--- src/rtl/if_fetch_unit.sv ---
// Instruction-fetch stage: drives instruction-memory reads at PC, computes NEXTPC,
// and owns the IF/ID register plus a one-entry skid buffer for words returned under stall.
module if_fetch_unit #(
  parameter logic [31:0] RESET_VECTOR = 32'h0000_0000,
  parameter logic [31:0] NOP_INSTR    = 32'h0000_0013
) (
  input  logic        CLOCK,
  input  logic        RESET,
  input  logic [31:0] PC,
  output logic [31:0] NEXTPC,
  input  logic        BRANCH_TAKEN,
  input  logic [31:0] BRANCH_TARGET,
  input  logic        STALL,
  output logic        IMEM_READ,
  output logic [31:0] IMEM_ADDR,
  input  logic [31:0] IMEM_READDATA,
  input  logic        IMEM_BUSYWAIT,
  output logic [31:0] IFID_PC,
  output logic [31:0] IFID_PC4,
  output logic [31:0] IFID_INSTR,
  output logic        IFID_VALID
);

  typedef enum logic [1:0] {
    S_FETCH = 2'd0,
    S_HOLD  = 2'd1,
    S_FLUSH = 2'd2
  } state_e;

  typedef struct packed {
    logic [31:0] pc;
    logic [31:0] pc4;
    logic [31:0] instr;
    logic        valid;
  } ifid_t;

  typedef struct packed {
    logic [31:0] pc;
    logic [31:0] pc4;
    logic [31:0] instr;
  } skid_t;

  state_e      state_q, state_d;
  ifid_t       ifid_q, ifid_d;
  skid_t       skid_q, skid_d;
  logic [31:0] pc_plus4;
  logic        imem_read;
  logic        done;

  // NOTE: every signal written here gets a default first, so no path can infer a latch.
  always_comb begin
    state_d   = state_q;
    ifid_d    = ifid_q;
    skid_d    = skid_q;
    NEXTPC    = PC;
    imem_read = 1'b0;
    done      = 1'b0;
    pc_plus4  = PC + 32'd4;

    if (RESET) begin
      NEXTPC = RESET_VECTOR;
    end else begin
      imem_read = (state_q == S_FETCH);
      done      = imem_read & ~IMEM_BUSYWAIT;

      if (BRANCH_TAKEN) begin
        // Redirect wins over stall: the wrong-path word is dropped and IF/ID bubbles.
        NEXTPC       = BRANCH_TARGET;
        ifid_d.valid = 1'b0;
        ifid_d.instr = NOP_INSTR;
        skid_d       = '0;
        state_d      = S_FLUSH;
      end else begin
        unique case (state_q)
          S_FETCH: begin
            if (done) begin
              NEXTPC = pc_plus4;
              if (STALL) begin
                skid_d  = '{pc: PC, pc4: pc_plus4, instr: IMEM_READDATA};
                state_d = S_HOLD;
              end else begin
                ifid_d = '{pc: PC, pc4: pc_plus4, instr: IMEM_READDATA, valid: 1'b1};
              end
            end else if (!STALL) begin
              ifid_d.valid = 1'b0;
              ifid_d.instr = NOP_INSTR;
            end
          end
          S_HOLD: begin
            if (!STALL) begin
              ifid_d  = '{pc: skid_q.pc, pc4: skid_q.pc4, instr: skid_q.instr, valid: 1'b1};
              state_d = S_FETCH;
            end
          end
          S_FLUSH: begin
            // Dead cycle: PC already holds the target, any in-flight access is abandoned.
            if (!STALL) begin
              ifid_d.valid = 1'b0;
              ifid_d.instr = NOP_INSTR;
            end
            state_d = S_FETCH;
          end
          default: state_d = S_FETCH;
        endcase
      end
    end
  end

  // NOTE: sequential state uses non-blocking assignments so all flops update together.
  always_ff @(posedge CLOCK) begin
    if (RESET) begin
      state_q <= S_FETCH;
      ifid_q  <= '{pc: 32'd0, pc4: 32'd0, instr: NOP_INSTR, valid: 1'b0};
      skid_q  <= '0;
    end else begin
      state_q <= state_d;
      ifid_q  <= ifid_d;
      skid_q  <= skid_d;
    end
  end

  assign IMEM_READ  = imem_read;
  assign IMEM_ADDR  = PC;
  assign IFID_PC    = ifid_q.pc;
  assign IFID_PC4   = ifid_q.pc4;
  assign IFID_INSTR = ifid_q.instr;
  assign IFID_VALID = ifid_q.valid;

endmodule

--- config.mk ---
export PLATFORM = sky130hd
export DESIGN_NAME = if_fetch_unit
export DESIGN_NICKNAME = d
export VERILOG_FILES = /design/src/rtl/if_fetch_unit.sv
export SDC_FILE = /design/constraint.sdc
export NUM_CORES = 1
export LEC_CHECK = 0
export CAP_MARGIN = 10
export CORE_AREA = 2 2 157 159
export DETAILED_ROUTE_END_ITERATION = 8
export DIE_AREA = 0 0 159 161
export PLACE_DENSITY = 0.68
export SLEW_MARGIN = 20
export SYNTH_ARGS = -nofsm -noshare
export SYNTH_HDL_FRONTEND = slang
export SYNTH_SLANG_ARGS = --single-unit
--- constraint.sdc ---
create_clock -name CLOCK -period 4.6 [get_ports CLOCK]
set_input_delay 1.38 -clock CLOCK [delete_from_list [all_inputs] [get_ports CLOCK]]
set_output_delay 1.38 -clock CLOCK [all_outputs]
set_load 0.1 [all_outputs]
Fig. 1: cell area per tile
16 x 16 tiles, from white (low) to dark blue (high), 0 to 100% covered.
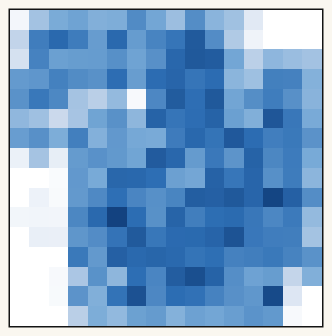
tiles over 75% full: 21%
nearly empty tiles: 8.6%
fullest tile: 93%
mean over tiles: 53%
emptiest ninth of the die: lower left

Fig. 2: placement view
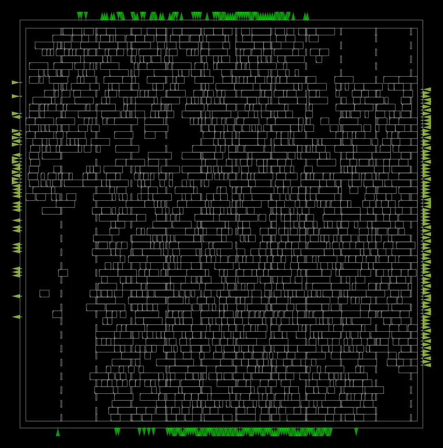
Non-Filler Instances: 1774
Seq area share: 27.3%

==> flow_summary.toml <==
# implementation run metrics
[yosys]
simple_gate_share_pct = 19.9
ys_async_sr_fraction_pct = 0
avgSynthCellArea_um2 = 7.92
ys_area_um2 = 9410
ys.flop_type = "dfxtp_1"
yosys_warnings = 0
ys_top_logic_family = "AND-OR/OR-AND gates"
common_cells = "dfxtp_1 (191), nand2_1 (174), nor2_1 (126)"
yosysMostFrequentCell = "dfxtp_1"
synth_cell_types = 46
mux_area_share_pct = 4.58

[route]
routedWlPerCell_um = 17.9
drt_wl_total_mm = 31.8
firstDrtPassIters = 6
postRouteAntennaNets = 0

[final_timing]
finalHoldViolations = 0
finalWorstSetupSlack_ns = 0.0761
setup_viol = 0
drv_slew = 0
slew_headroom_pct = 28.4
min_period_ns = 4.52

[clock_tree]
clock_latency_ns = 0.44
cts_tree = "built"
cts_sinks = 191
ctsHtreeMaxLevel = 4

[run_status]
status = "finished, final reports clean"

[power_and_ir_drop]
p_leak_nw = 5.29
ir_worst_vdd_v = 0.000247
p_per_area_nw_per_um2 = 330

[floorplanning]
core_area_um2 = 24000
rows = 57

[placed_design]
io_buffers = 262
place_inst = 1732
finalWeightedCongestion = 0.859
pre_cts_slack_ns = -0.230

[finish]
nets = 1542

[setup_path]
crit_type = "primary input to output pin"
cp.arrival_ns = 3.14

[global_routing]
grt_usage_pct = 23.9
grt_max_degree = 69
Fig. 3: cell classes on the final placement
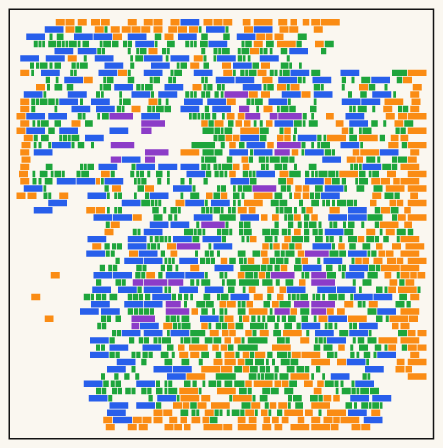
| colour | class | cells | share of their area |
|---|---|---|---|
| green | remaining logic cells | 852 | 37% |
| orange | remaining buffers and delay cells | 374 | 30% |
| purple | clock drivers and dummy loads | 32 | 4.6% |
| blue | registers | 191 | 28% |

Fig. 4: register map, names as in the netlist
Scale bar: 50 um. Other sequential cells in the stronger grey, the rest of the logic in the fainter grey.
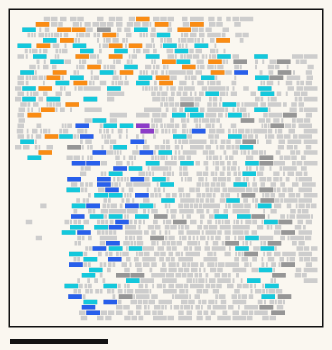
| colour | netlist name | placed flops |
|---|---|---|
| cyan | skid_q | 94 |
| purple | state_q | 2 |
| orange | IFID_INSTR | 32 |
| blue | IFID_PC4 | 30 |

[critical path, cell delays in order]
cell and delay [ns]:
clkdlybuf4s50_1 0.49, nand4_1 0.22, buf_4 0.22, nor4_4 0.29
xor2_1 0.18, o21a_2 0.18, buf_12 0.17
[cell usage in the layout (no fill, tap or decap), drive strengths merged, types with 3 or more instances in the layout]
master / instances
a211oi: 42
a21oi: 122
a22o: 29
a22oi: 29
a31oi: 4
a32o: 4
and2: 7
and3: 22
and4: 3
buf: 179
clkbuf: 17
clkdlybuf4s50: 167
dfxtp: 191
dlygate4sd2: 26
ha: 5
inv: 38
mux2i: 43
nand2: 174
nand3: 24
nand4: 15
nor2: 126
nor2b: 5
nor3: 23
nor4: 9
o21a: 18
o21ai: 41
o22ai: 15
xnor2: 33
xor2: 21
[power breakdown]
part | leakage, nW | internal, mW | switching [mW] | total [mW]
logic | 3.43 | 0.420 | 0.889 | 1.31
clock network | 0.306 | 0.767 | 0.803 | 1.57
registers | 1.55 | 1.71 | 0.0291 | 1.74
total | 5.29 | 2.89 | 1.72 | 4.62
[per-stage QoR]
| step | area, um2 | total power [mW] | TNS (ns) | utilization [%] |
|---|---|---|---|---|
| global route | 14000 | 4.76 | 0 | 58.4 |
| detailed placement | 13200 | 3.08 | -2.54 | 55.0 |
| floorplan | 9470 | 2.62 | -0.311 | - |
| CTS | 13900 | 4.64 | 0 | 58.1 |
| global placement | 13200 | 3.07 | -2.31 | 55.0 |
| finish | 14000 | 4.62 | 0 | 58.4 |
[logic make-up (layout without fill, tap and decap cells)]
group           count (synthesis)  count (layout)
simple gates                  416             416
compound gates                309             309
flops                         191             191
buf+inv                       169             431
xor+xnor                       54              54
mux                            43              43
fa+ha+maj                       5               5
other cells                     0               1
[registers in the layout (all words and copies together), names as in the netlist]
| signal | count |
|---|---|
| IFID_PC | 32 |
| state_q | 2 |
| IFID_PC4 | 30 |
| skid_q | 94 |
| IFID_VALID | 1 |
| IFID_INSTR | 32 |
[worst paths after layout]
check	end	slack, ns	cells after the start
setup reg to reg	IFID_PC4[14]	1.92	6
hold / removal	skid_q[90]	0.46	2
hold reg to reg	skid_q[90]	0.46	2
setup / recovery	NEXTPC[30]	0.08	7
[timing repair]
item | in CTS | in global routing
buffers inserted | 7 | 2
pin swaps | 22 | 9
gates resized | 46 | 10
setup endpoints to repair | 21 | 8
[metal layers]
layer / global-route usage [%] / wire [um] / vias to the layer above
met5: 0 / 0 / -
met4: 7.36 / 624 / 0
met3: 5.50 / 2170 / 37
met2: 39.0 / 14800 / 323
met1: 31.7 / 14100 / 4474
li1: - / - / 4566
[final cells by class]
type / count / area, um2 / share of cell area, %
multi-input combinational: 827 / 4990 / 35.7
timing repair buffer: 374 / 4050 / 28.9
sequential: 191 / 3820 / 27.3
clock buffer: 17 / 425 / 3.04
tap: 324 / 405 / 2.90
clock inverter: 15 / 204 / 1.46
inverter: 25 / 93.8 / 0.671
antenna: 1 / 2.50 / 0.0179
No activity file was given, so power comes from the tool's default toggle rates.
